[config.mk]
export PLATFORM = sky130hd
export DESIGN_NAME = ctu_clsp_clkgn_coin
export DESIGN_NICKNAME = d
export VERILOG_FILES = /design/src/rtl/ctu_clsp_clkgn_coin_pkg.sv /design/src/rtl/ctu_clsp_coin_phcnt.sv /design/src/rtl/ctu_clsp_clkgn_coin.sv
export SDC_FILE = /design/constraint.sdc
export NUM_CORES = 1
export LEC_CHECK = 0
export ABC_CLOCK_PERIOD_IN_PS = 3000
export CAP_MARGIN = 20
export CORE_MARGIN = 2
export CORE_UTILIZATION = 60
export CTS_BUF_LIST = sky130_fd_sc_hd__clkbuf_16
export DETAILED_ROUTE_END_ITERATION = 7
export DONT_BUFFER_PORTS = 1
export PLACE_DENSITY = 0.76
export SLEW_MARGIN = 40
export SYNTH_ARGS = -nofsm -noshare
export SYNTH_HDL_FRONTEND = slang
export SYNTH_SLANG_ARGS = --single-unit
[constraint.sdc]
create_clock -name cmp_clk -period 3 [get_ports cmp_clk]
set_input_delay 0.45 -clock cmp_clk [delete_from_list [all_inputs] [get_ports cmp_clk]]
set_output_delay 0.45 -clock cmp_clk [all_outputs]
set_load 0.1 [all_outputs]
[src/rtl/ctu_clsp_clkgn_coin_pkg.sv]
// Shared definitions for the CTU cluster sync coincidence-lock stage.
// State encoding and the sync-period width are shared with the sync-pulse generator.
package ctu_clsp_clkgn_coin_pkg;

    localparam int SYNC_PERIOD_W = 5;

    typedef enum logic [1:0] {
        ST_IDLE = 2'd0,
        ST_ARM  = 2'd1,
        ST_LOCK = 2'd2,
        ST_RUN  = 2'd3
    } coin_state_e;

endpackage

[src/rtl/ctu_clsp_coin_phcnt.sv]
// Phase down-counter tracking the expected coin_edge slot,
// with match/mismatch decode against the incoming edge.
module ctu_clsp_coin_phcnt
    import ctu_clsp_clkgn_coin_pkg::*;
(
    input  logic                     cmp_clk,
    input  logic                     start_clk_early_jl,
    input  logic                     run,
    input  logic                     load,
    input  logic                     clear,
    input  logic [SYNC_PERIOD_W-1:0] period,
    input  logic                     coin_edge,
    output logic                     match,
    output logic                     mismatch
);

    logic [SYNC_PERIOD_W-1:0] phase_cnt;
    logic                     zero;

    assign zero = (phase_cnt == '0);

    // Edge exactly at zero is on time; edge early or zero without edge is a miss.
    assign match    = coin_edge & zero;
    assign mismatch = coin_edge ^ zero;

    always_ff @(posedge cmp_clk or negedge start_clk_early_jl) begin
        if (!start_clk_early_jl) begin
            phase_cnt <= '0;
        end else if (clear) begin
            phase_cnt <= '0;
        end else if (load) begin
            phase_cnt <= period;
        end else if (run && !zero) begin
            phase_cnt <= phase_cnt - 1'b1;
        end
    end

endmodule

[src/rtl/ctu_clsp_clkgn_coin.sv]
// Coincidence-lock FSM: qualifies periodic coin_edge pulses, then issues
// a one-shot phase load and holds compare-enable while lock is held.
module ctu_clsp_clkgn_coin
    import ctu_clsp_clkgn_coin_pkg::*;
#(
    parameter int LOCK_CNT = 4
) (
    input  logic                     cmp_clk,
    input  logic                     start_clk_early_jl,
    input  logic                     clsp_coin_start,
    input  logic                     coin_edge,
    input  logic [SYNC_PERIOD_W-1:0] clsp_sync_period,
    output logic                     coin_cnt_ld,
    output logic                     coin_cnt_en,
    output logic                     coin_locked,
    output logic                     coin_err
);

    coin_state_e state;
    logic [2:0]  match_cnt;
    logic        match;
    logic        mismatch;
    logic        ph_run;
    logic        ph_load;
    logic        ph_clear;
    logic        lock_last;

    // The arming edge counts as the first coincidence of the run.
    assign lock_last = (int'(match_cnt) + 2 >= LOCK_CNT);

    always_comb begin
        ph_run   = (state == ST_LOCK) || (state == ST_RUN);
        ph_load  = 1'b0;
        ph_clear = !clsp_coin_start;
        if (clsp_coin_start) begin
            unique case (1'b1)
                (state == ST_ARM):  ph_load = coin_edge;
                (state == ST_LOCK): begin
                    ph_load  = coin_edge;
                    ph_clear = mismatch && !coin_edge;
                end
                (state == ST_RUN): begin
                    ph_load  = match;
                    ph_clear = mismatch;
                end
                default: ;
            endcase
        end
    end

    ctu_clsp_coin_phcnt u_phcnt (
        .cmp_clk            (cmp_clk),
        .start_clk_early_jl (start_clk_early_jl),
        .run                (ph_run),
        .load               (ph_load),
        .clear              (ph_clear),
        .period             (clsp_sync_period),
        .coin_edge          (coin_edge),
        .match              (match),
        .mismatch           (mismatch)
    );

    always_ff @(posedge cmp_clk or negedge start_clk_early_jl) begin
        if (!start_clk_early_jl) begin
            state       <= ST_IDLE;
            match_cnt   <= '0;
            coin_cnt_ld <= 1'b0;
            coin_cnt_en <= 1'b0;
            coin_locked <= 1'b0;
            coin_err    <= 1'b0;
        end else if (!clsp_coin_start) begin
            state       <= ST_IDLE;
            match_cnt   <= '0;
            coin_cnt_ld <= 1'b0;
            coin_cnt_en <= 1'b0;
            coin_locked <= 1'b0;
            coin_err    <= 1'b0;
        end else begin
            coin_cnt_ld <= 1'b0;
            unique case (state)
                ST_IDLE: state <= ST_ARM;
                ST_ARM: begin
                    if (coin_edge) begin
                        match_cnt <= '0;
                        if (LOCK_CNT == 1) begin
                            state       <= ST_RUN;
                            coin_cnt_ld <= 1'b1;
                            coin_cnt_en <= 1'b1;
                            coin_locked <= 1'b1;
                        end else begin
                            state <= ST_LOCK;
                        end
                    end
                end
                ST_LOCK: begin
                    if (match) begin
                        if (lock_last) begin
                            state       <= ST_RUN;
                            match_cnt   <= '0;
                            coin_cnt_ld <= 1'b1;
                            coin_cnt_en <= 1'b1;
                            coin_locked <= 1'b1;
                        end else begin
                            match_cnt <= match_cnt + 3'd1;
                        end
                    end else if (mismatch) begin
                        match_cnt <= '0;
                        if (!coin_edge) begin
                            state <= ST_ARM;
                        end
                    end
                end
                ST_RUN: begin
                    // A mismatching edge is dropped, not reused as an arming edge.
                    if (mismatch) begin
                        state       <= ST_ARM;
                        match_cnt   <= '0;
                        coin_cnt_en <= 1'b0;
                        coin_locked <= 1'b0;
                        coin_err    <= 1'b1;
                    end
                end
                default: state <= ST_IDLE;
            endcase
        end
    end

endmodule

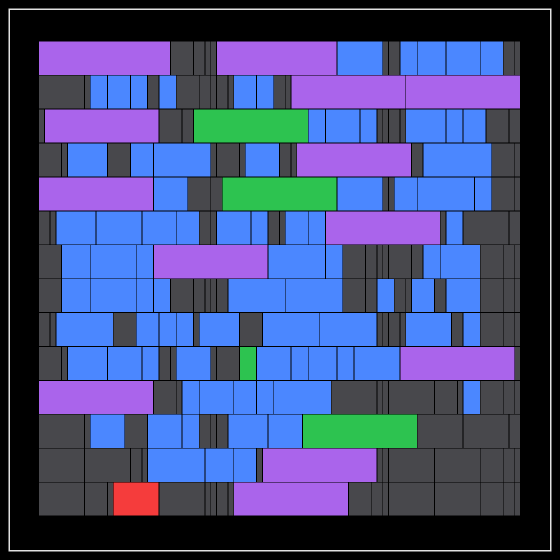
run_1/placement_by_type.png
Fill, decap, tap and diode cells in grey.
- combinational and other logic: blue (cells 84)
- clock drivers and dummy loads: green (cells 4)
- other buffers and delay cells: red (cells 1)
- flops: purple (cells 13)
FP Rows: 14
sequential portion of the cell area: 0.326
final core utilization: 0.688

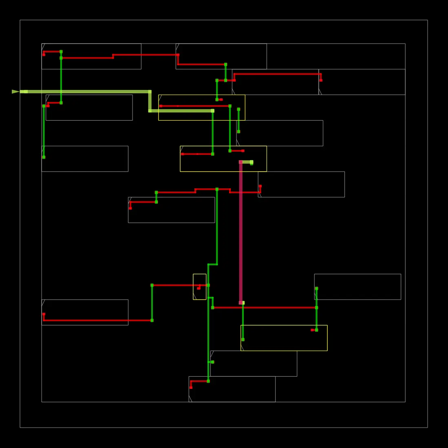
run_1/clocks.png
clk latency late pin: 0.24 ns
CTS Sinks: 13
TritonCTS Buffers: 3
seq_cells: 13
reported clock group power: 250 µW

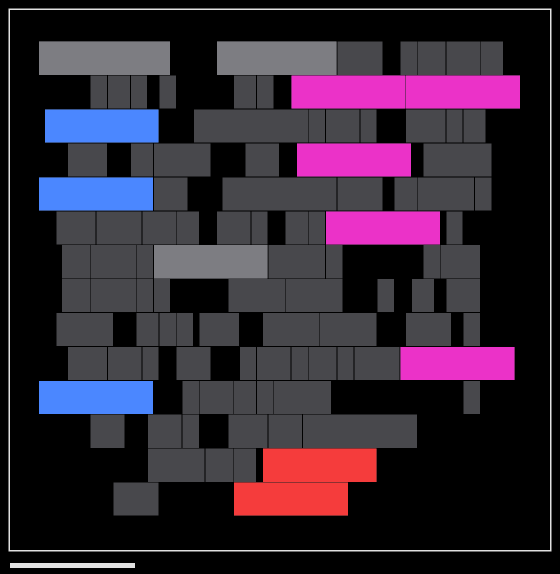
run_1/flops_by_reg.png
Scale bar: 10 µm. Other sequential cells in the stronger grey, the rest of the logic in the fainter grey.
- match_cnt: blue (sequential cells 3)
- state: red (sequential cells 2)
- u_phcnt.phase_cnt: magenta (sequential cells 5)
- not coloured: 3
sequential logic power: 222 µW
total area of sequential cells: 330 µm²

==> flow_metrics.env, run 1 <==
# flow metrics
export IMPL_groute_layer_met3_usage=0.0383
export IMPL_critPathArrivalTime_ns=2.69
export IMPL_post_synth_xor_area_fraction=0.00945
export IMPL_finalHoldViolations=0
export IMPL_comb_power_share=0.331
export IMPL_clock_fmax_mhz=391
export IMPL_comb_cell_power_uw=233
export IMPL_cp_startpoint="u_phcnt.phase_cnt[0]$_DFFE_PN0P_"
export IMPL_final_instance_count_excl_fill=118
export IMPL_max_flop_register="u_phcnt.phase_cnt"
export IMPL_largestRegisters="u_phcnt.phase_cnt (5), match_cnt (3), state (2)"
export IMPL_drt_first_pass_iters=4
export IMPL_met2_usage=0.361
export IMPL_cts_tree="done"
export IMPL_drt_first_iter_violations=8
export IMPL_cp_num_buf_inv=1
export IMPL_timing_worst_slew_pin_value_ns=0.900
export IMPL_wl_met1_um=794
export IMPL_fp_nets=119
export IMPL_largest_area_cell="sky130_fd_sc_hd__dfrtp_1"
export IMPL_timing_hold_worst_start="clsp_coin_start"
export IMPL_pleak_nw=0.460
export IMPL_finalWirelength_um=1790
export IMPL_hpwlAfterDp_um=1360
export IMPL_totalNegativeSetupSlack_ns=0
export IMPL_yosys_stat_cells=101
export IMPL_ys_seq_frac=0.351
export IMPL_floorplan_core_util=0.630
export IMPL_layout_top_cell="sky130_fd_sc_hd__nor2_1"
export IMPL_critical_path_max_stage_delay_ns=0.55
export IMPL_crit_end="state[1]$_DFFE_PN0P_"
export IMPL_netlist_area_um2=927
export IMPL_sw_frac_of_total=0.334
export IMPL_grt_start_max_net_pins=14
export IMPL_worst_setup_slack_post_dpl_ns=0.449
export IMPL_cpLargestDelayFamily="simple AND/OR/NAND/NOR gates"
export IMPL_final_area_mm2=0.00101
export IMPL_logic_area_um2=536
export IMPL_mostFrequentLayoutCells="sky130_fd_sc_hd__nor2_1 (12), sky130_fd_sc_hd__dfrtp_1 (11), sky130_fd_sc_hd__inv_1 (10)"
export IMPL_finalSetupViolCount=0
export IMPL_element_type_at_the_critical_path_end="flop"
export IMPL_data_required_critical_path_ns=3.13
export IMPL_post_synth_mux_area_share=0.0432
export IMPL_top_cell="sky130_fd_sc_hd__dfrtp_1"
export IMPL_final_fill_count=129
export IMPL_power_top_group="clock"
export IMPL_ys_dominant_reg_cell="sky130_fd_sc_hd__dfrtp_1"
export IMPL_route_detailed_drc=0
export IMPL_worst_hold_path_cell_count=2
export IMPL_holdBufCountCts=1
export IMPL_total_tool_warning_count=31
export IMPL_antennaDiodeCount=0
export IMPL_clock_skew_final_ns=0.00674
export IMPL_synth_flop_count=13
export IMPL_p_int_uw=470
export IMPL_num_nets_final=121
export IMPL_number_of_buffers_on_the_longest_clock_path=2
export IMPL_wire_length_of_the_first_global_routing_pass_um=3110
export IMPL_clkTransAtPathRegs_ns=0.05
export IMPL_r2r_cells=8
export IMPL_cts_htree_levels=1
export IMPL_layout_non_clock_inverters=10
export IMPL_globalRoute_busiestLayer="met2"
export IMPL_logic_gates=74
export IMPL_post_synth_inst_count=101
export IMPL_setup_repair_after_global_routing_missed_its_margin="no"
export IMPL_clock_area_frac=0.0779
export IMPL_yosys_simple_share=0.181
export IMPL_dieArea_mm2=0.00188
export IMPL_grt_usage=0.222
export IMPL_seqPwrFrac=0.314
export IMPL_post_route_min_period_ns=2.56
export IMPL_vias_per_cell=6.17
export IMPL_power_clock_fraction=0.355
export IMPL_yosys_warnings=0
export IMPL_synth_logic_top_family="AND-OR/OR-AND gates"
export IMPL_critical_r2r_capture="state[1]$_DFFE_PN0P_"
export IMPL_dpl_instance_area_um2=922
export IMPL_grt_overflow_total=0
export IMPL_floorplan_tapcells=16
export IMPL_netSwitchingPower_uw=235
export IMPL_setup_slack_ns=0.444
export IMPL_synthAoiAreaFrac=0.223
export IMPL_cts_repair_timing_setup_buffer_count=0
export IMPL_die_height_um=43.3
export IMPL_dr_max_layer_used="met4"
export IMPL_largest_register_ff_count=5
export IMPL_ctsResizeCount=0
export IMPL_final_hold_worst_slack_ns=0.358
export IMPL_synthesis_area_per_instance_um2=9.18
export IMPL_syn2layout_area_growth_pct=9.18
export IMPL_hold_end="state[1]$_DFFE_PN0P_"
export IMPL_top_area_frac=0.351
export IMPL_pins_over_their_slew_limit=0
export IMPL_top_area_cell_class="multi-input combinational cells"
export IMPL_number_of_global_route_vias_before_repair=685
export IMPL_io_pin_count=13
export IMPL_status="complete, no violations"
export IMPL_yosys_area_share_adder=0.121
export IMPL_final_nonclk_buf_share=0.00989
export IMPL_layout_worst_path_cycle_share=0.852
export IMPL_synth_edff_count=0
export IMPL_netlist_cell_type_count=40
export IMPL_globalRouteMet1Util=0.301
export IMPL_nNonClkBuffers=1
export IMPL_synth_async_reset_ratio=1.00
export IMPL_comb_area_share=0.529
export IMPL_ys_top_cells_by_count="sky130_fd_sc_hd__dfrtp_1 (13), sky130_fd_sc_hd__nor2_1 (12), sky130_fd_sc_hd__ha_1 (9), sky130_fd_sc_hd__inv_1 (9)"
export IMPL_worst_ir_drop_vdd_uv=352
export IMPL_timing_max_slew_rel_slack=0.400
export IMPL_grt_antenna_before_repair=0
export IMPL_chip_area_from_the_yosys_synthesis_statistics_um2=927
export IMPL_layout_drive_gt1_share=0.0980
export IMPL_place_gp_congestion=0.839
export IMPL_numPortBuffers=0
export IMPL_num_clock_buffers=3
export IMPL_critPathMostFrequentCell="sky130_fd_sc_hd__ha_1"
export IMPL_cellPowerDensity_mw_per_mm2=697
export IMPL_hold_path_class="in2reg"
export IMPL_total_power_uw=705
export IMPL_met2_wirelength_from_detailed_routing_um=927
export IMPL_core_area_mm2=0.00147
export IMPL_worstSetupPathType="reg2reg"
export IMPL_reg2reg_from="u_phcnt.phase_cnt[0]$_DFFE_PN0P_"
export IMPL_root_buffer="sky130_fd_sc_hd__clkbuf_16"
export IMPL_wl_met3_um=52
export IMPL_critical_path_max_fanout=7
export IMPL_crit_path_top_delay_cell="sky130_fd_sc_hd__nor4b_2"
export IMPL_worst_r2r_setup_slack_ns=0.44
run_1/wires.png
Scale bar: 10 µm. Two of the layers only.
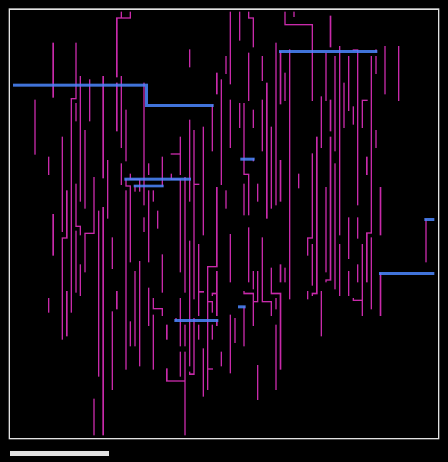

==> run 2: changes to the inputs <==
--- a/config.mk
+++ b/config.mk
@@ -8,11 +8,10 @@
 export ABC_CLOCK_PERIOD_IN_PS = 3000
 export CAP_MARGIN = 20
 export CORE_MARGIN = 2
-export CORE_UTILIZATION = 60
+export CORE_UTILIZATION = 53
 export CTS_BUF_LIST = sky130_fd_sc_hd__clkbuf_16
 export DETAILED_ROUTE_END_ITERATION = 7
-export DONT_BUFFER_PORTS = 1
-export PLACE_DENSITY = 0.76
+export PLACE_DENSITY = 0.78
 export SLEW_MARGIN = 40
 export SYNTH_ARGS = -nofsm -noshare
 export SYNTH_HDL_FRONTEND = slang
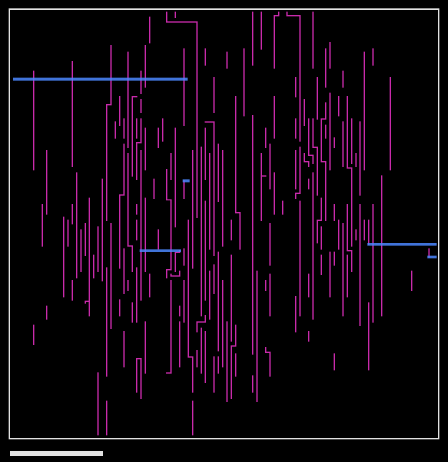
run_2/wires.png
Scale bar: 10 µm. Two of the layers only.
- metal 2: magenta (wire length 993 µm)
- metal 3: blue (wire length 30.6 µm)
GRT Util Overall: 0.219
Routed WL per cell: 14.5 µm
wire length after detailed routing: 1910 µm
detailed-route via count: 776

==> run 2 against run 1 <==
Effect of this change: worst hold slack improved by 0.16 ns; global-route usage decreased by 0.38 points; die area increased by 12%; total power increased by 3.5%; largest power group is now combinational cells; design area increased by 10%; non-clock buffer count increased by 12; clock power decreased by 2%; register-to-register slack improved by 0.24 ns; sequential power decreased by 3%; setup slack improved by 0.24 ns; highest routed layer unchanged; sequential cell count unchanged; cell count increased by 11%.
==> flow_metrics.env, run 2 <==
# flow metrics
export IMPL_status="complete, no violations"
export IMPL_groute_layer_met3_usage=0.0397
export IMPL_setup_repair_after_global_routing_missed_its_margin="no"
export IMPL_timing_worst_slew_pin_value_ns=0.603
export IMPL_globalRoute_busiestLayer="met2"
export IMPL_top_cell="sky130_fd_sc_hd__dfrtp_1"
export IMPL_clock_skew_final_ns=0.00237
export IMPL_synth_async_reset_ratio=1.00
export IMPL_grt_overflow_total=0
export IMPL_comb_area_share=0.480
export IMPL_logic_area_um2=536
export IMPL_post_synth_xor_area_fraction=0.00945
export IMPL_layout_worst_path_cycle_share=0.771
export IMPL_comb_cell_power_uw=268
export IMPL_vias_per_cell=5.92
export IMPL_cts_htree_levels=1
export IMPL_final_hold_worst_slack_ns=0.523
export IMPL_worst_setup_slack_post_dpl_ns=0.651
export IMPL_die_height_um=45.8
export IMPL_root_buffer="sky130_fd_sc_hd__clkbuf_16"
export IMPL_dpl_instance_area_mm2=0.00104
export IMPL_holdBufCountCts=0
export IMPL_critical_path_max_fanout=7
export IMPL_post_synth_inst_count=101
export IMPL_total_tool_warning_count=31
export IMPL_layout_drive_gt1_share=0.114
export IMPL_max_flop_register="u_phcnt.phase_cnt"
export IMPL_final_area_mm2=0.00112
export IMPL_cts_num_sinks=13
export IMPL_globalRouteMet1Util=0.281
export IMPL_met2_usage=0.352
export IMPL_clock_power_uw=246
export IMPL_netlist_area_um2=927
export IMPL_drt_first_iter_violations=6
export IMPL_layout_non_clock_inverters=10
export IMPL_yosys_area_share_adder=0.121
export IMPL_worst_hold_path_cell_count=2
export IMPL_p_int_uw=490
export IMPL_pleak_nw=0.517
export IMPL_rows=15
export IMPL_number_of_global_route_vias_before_repair=725
export IMPL_netSwitchingPower_uw=239
export IMPL_worstSetupPathType="reg2reg"
export IMPL_synth_edff_count=0
export IMPL_fp_nets=119
export IMPL_worst_ir_drop_vdd_uv=329
export IMPL_antennaDiodeCount=0
export IMPL_chip_area_from_the_yosys_synthesis_statistics_um2=927
export IMPL_clock_fmax_mhz=432
export IMPL_crit_end="state[1]$_DFFE_PN0P_"
export IMPL_yosys_stat_cells=101
export IMPL_yosys_warnings=0
export IMPL_area_sequential_um2=325
export IMPL_dieArea_mm2=0.00210
export IMPL_synth_logic_top_family="AND-OR/OR-AND gates"
export IMPL_critPathArrivalTime_ns=2.44
export IMPL_critical_r2r_capture="state[1]$_DFFE_PN0P_"
export IMPL_largestRegisters="u_phcnt.phase_cnt (5), match_cnt (3), state (2)"
export IMPL_final_instance_count_excl_fill=131
export IMPL_top_area_frac=0.351
export IMPL_largest_register_ff_count=5
export IMPL_yosys_simple_share=0.181
export IMPL_met2_wirelength_from_detailed_routing_um=992
export IMPL_numCtsBuffers=3
export IMPL_floorplan_core_util=0.549
export IMPL_floorplan_tapcells=17
export IMPL_clkTransAtPathRegs_ns=0.05
export IMPL_finalSetupViolCount=0
export IMPL_wire_length_of_the_first_global_routing_pass_um=3230
export IMPL_finalHoldViolations=0
export IMPL_clk_latency_late_pin_ns=0.24
export IMPL_wl_met1_um=872
export IMPL_logic_gates=74
export IMPL_pins_over_their_slew_limit=0
export IMPL_numSequentialCells=13
export IMPL_ys_top_cells_by_count="sky130_fd_sc_hd__dfrtp_1 (13), sky130_fd_sc_hd__nor2_1 (12), sky130_fd_sc_hd__ha_1 (9), sky130_fd_sc_hd__inv_1 (9)"
export IMPL_layout_top_cell="sky130_fd_sc_hd__dfrtp_1"
export IMPL_synthAoiAreaFrac=0.223
export IMPL_reg2reg_from="u_phcnt.phase_cnt[0]$_DFFE_PN0P_"
export IMPL_critPathMostFrequentCell="sky130_fd_sc_hd__ha_1"
export IMPL_core_area_mm2=0.00169
export IMPL_worst_r2r_setup_slack_ns=0.69
export IMPL_cpLargestDelayFamily="simple AND/OR/NAND/NOR gates"
export IMPL_final_nonclk_buf_share=0.105
export IMPL_nNonClkBuffers=13
export IMPL_element_type_at_the_critical_path_end="flop"
export IMPL_hold_end="coin_err$_DFFE_PN0P_"
export IMPL_final_fill_count=133
export IMPL_synthesis_area_per_instance_um2=9.18
export IMPL_top_area_cell_class="multi-input combinational cells"
export IMPL_cts_repair_timing_setup_buffer_count=0
export IMPL_r2r_cells=9
export IMPL_largest_area_cell="sky130_fd_sc_hd__dfrtp_1"
export IMPL_io_pin_count=13
export IMPL_num_nets_final=133
export IMPL_hpwlAfterDp_um=1380
export IMPL_hold_path_class="reg2reg"
export IMPL_cts_tree="done"
export IMPL_ys_dominant_reg_cell="sky130_fd_sc_hd__dfrtp_1"
export IMPL_seqPwrFrac=0.295
export IMPL_number_of_buffers_on_the_longest_clock_path=2
export IMPL_dr_max_layer_used="met4"
export IMPL_sw_frac_of_total=0.328
export IMPL_ys_seq_frac=0.351
export IMPL_total_power_uw=730
export IMPL_critical_path_max_stage_delay_ns=0.46
export IMPL_power_top_group="combinational cells"
export IMPL_timing_hold_worst_start="coin_err$_DFFE_PN0P_"
export IMPL_post_synth_mux_area_share=0.0432
export IMPL_drt_first_pass_iters=4
export IMPL_mostFrequentLayoutCells="sky130_fd_sc_hd__dfrtp_1 (13), sky130_fd_sc_hd__nor2_1 (12), sky130_fd_sc_hd__inv_1 (10)"
export IMPL_grt_antenna_before_repair=0
export IMPL_final_core_util=0.661
export IMPL_numPortBuffers=12
export IMPL_synth_flop_count=13
Power and IR drop assume default switching activity.
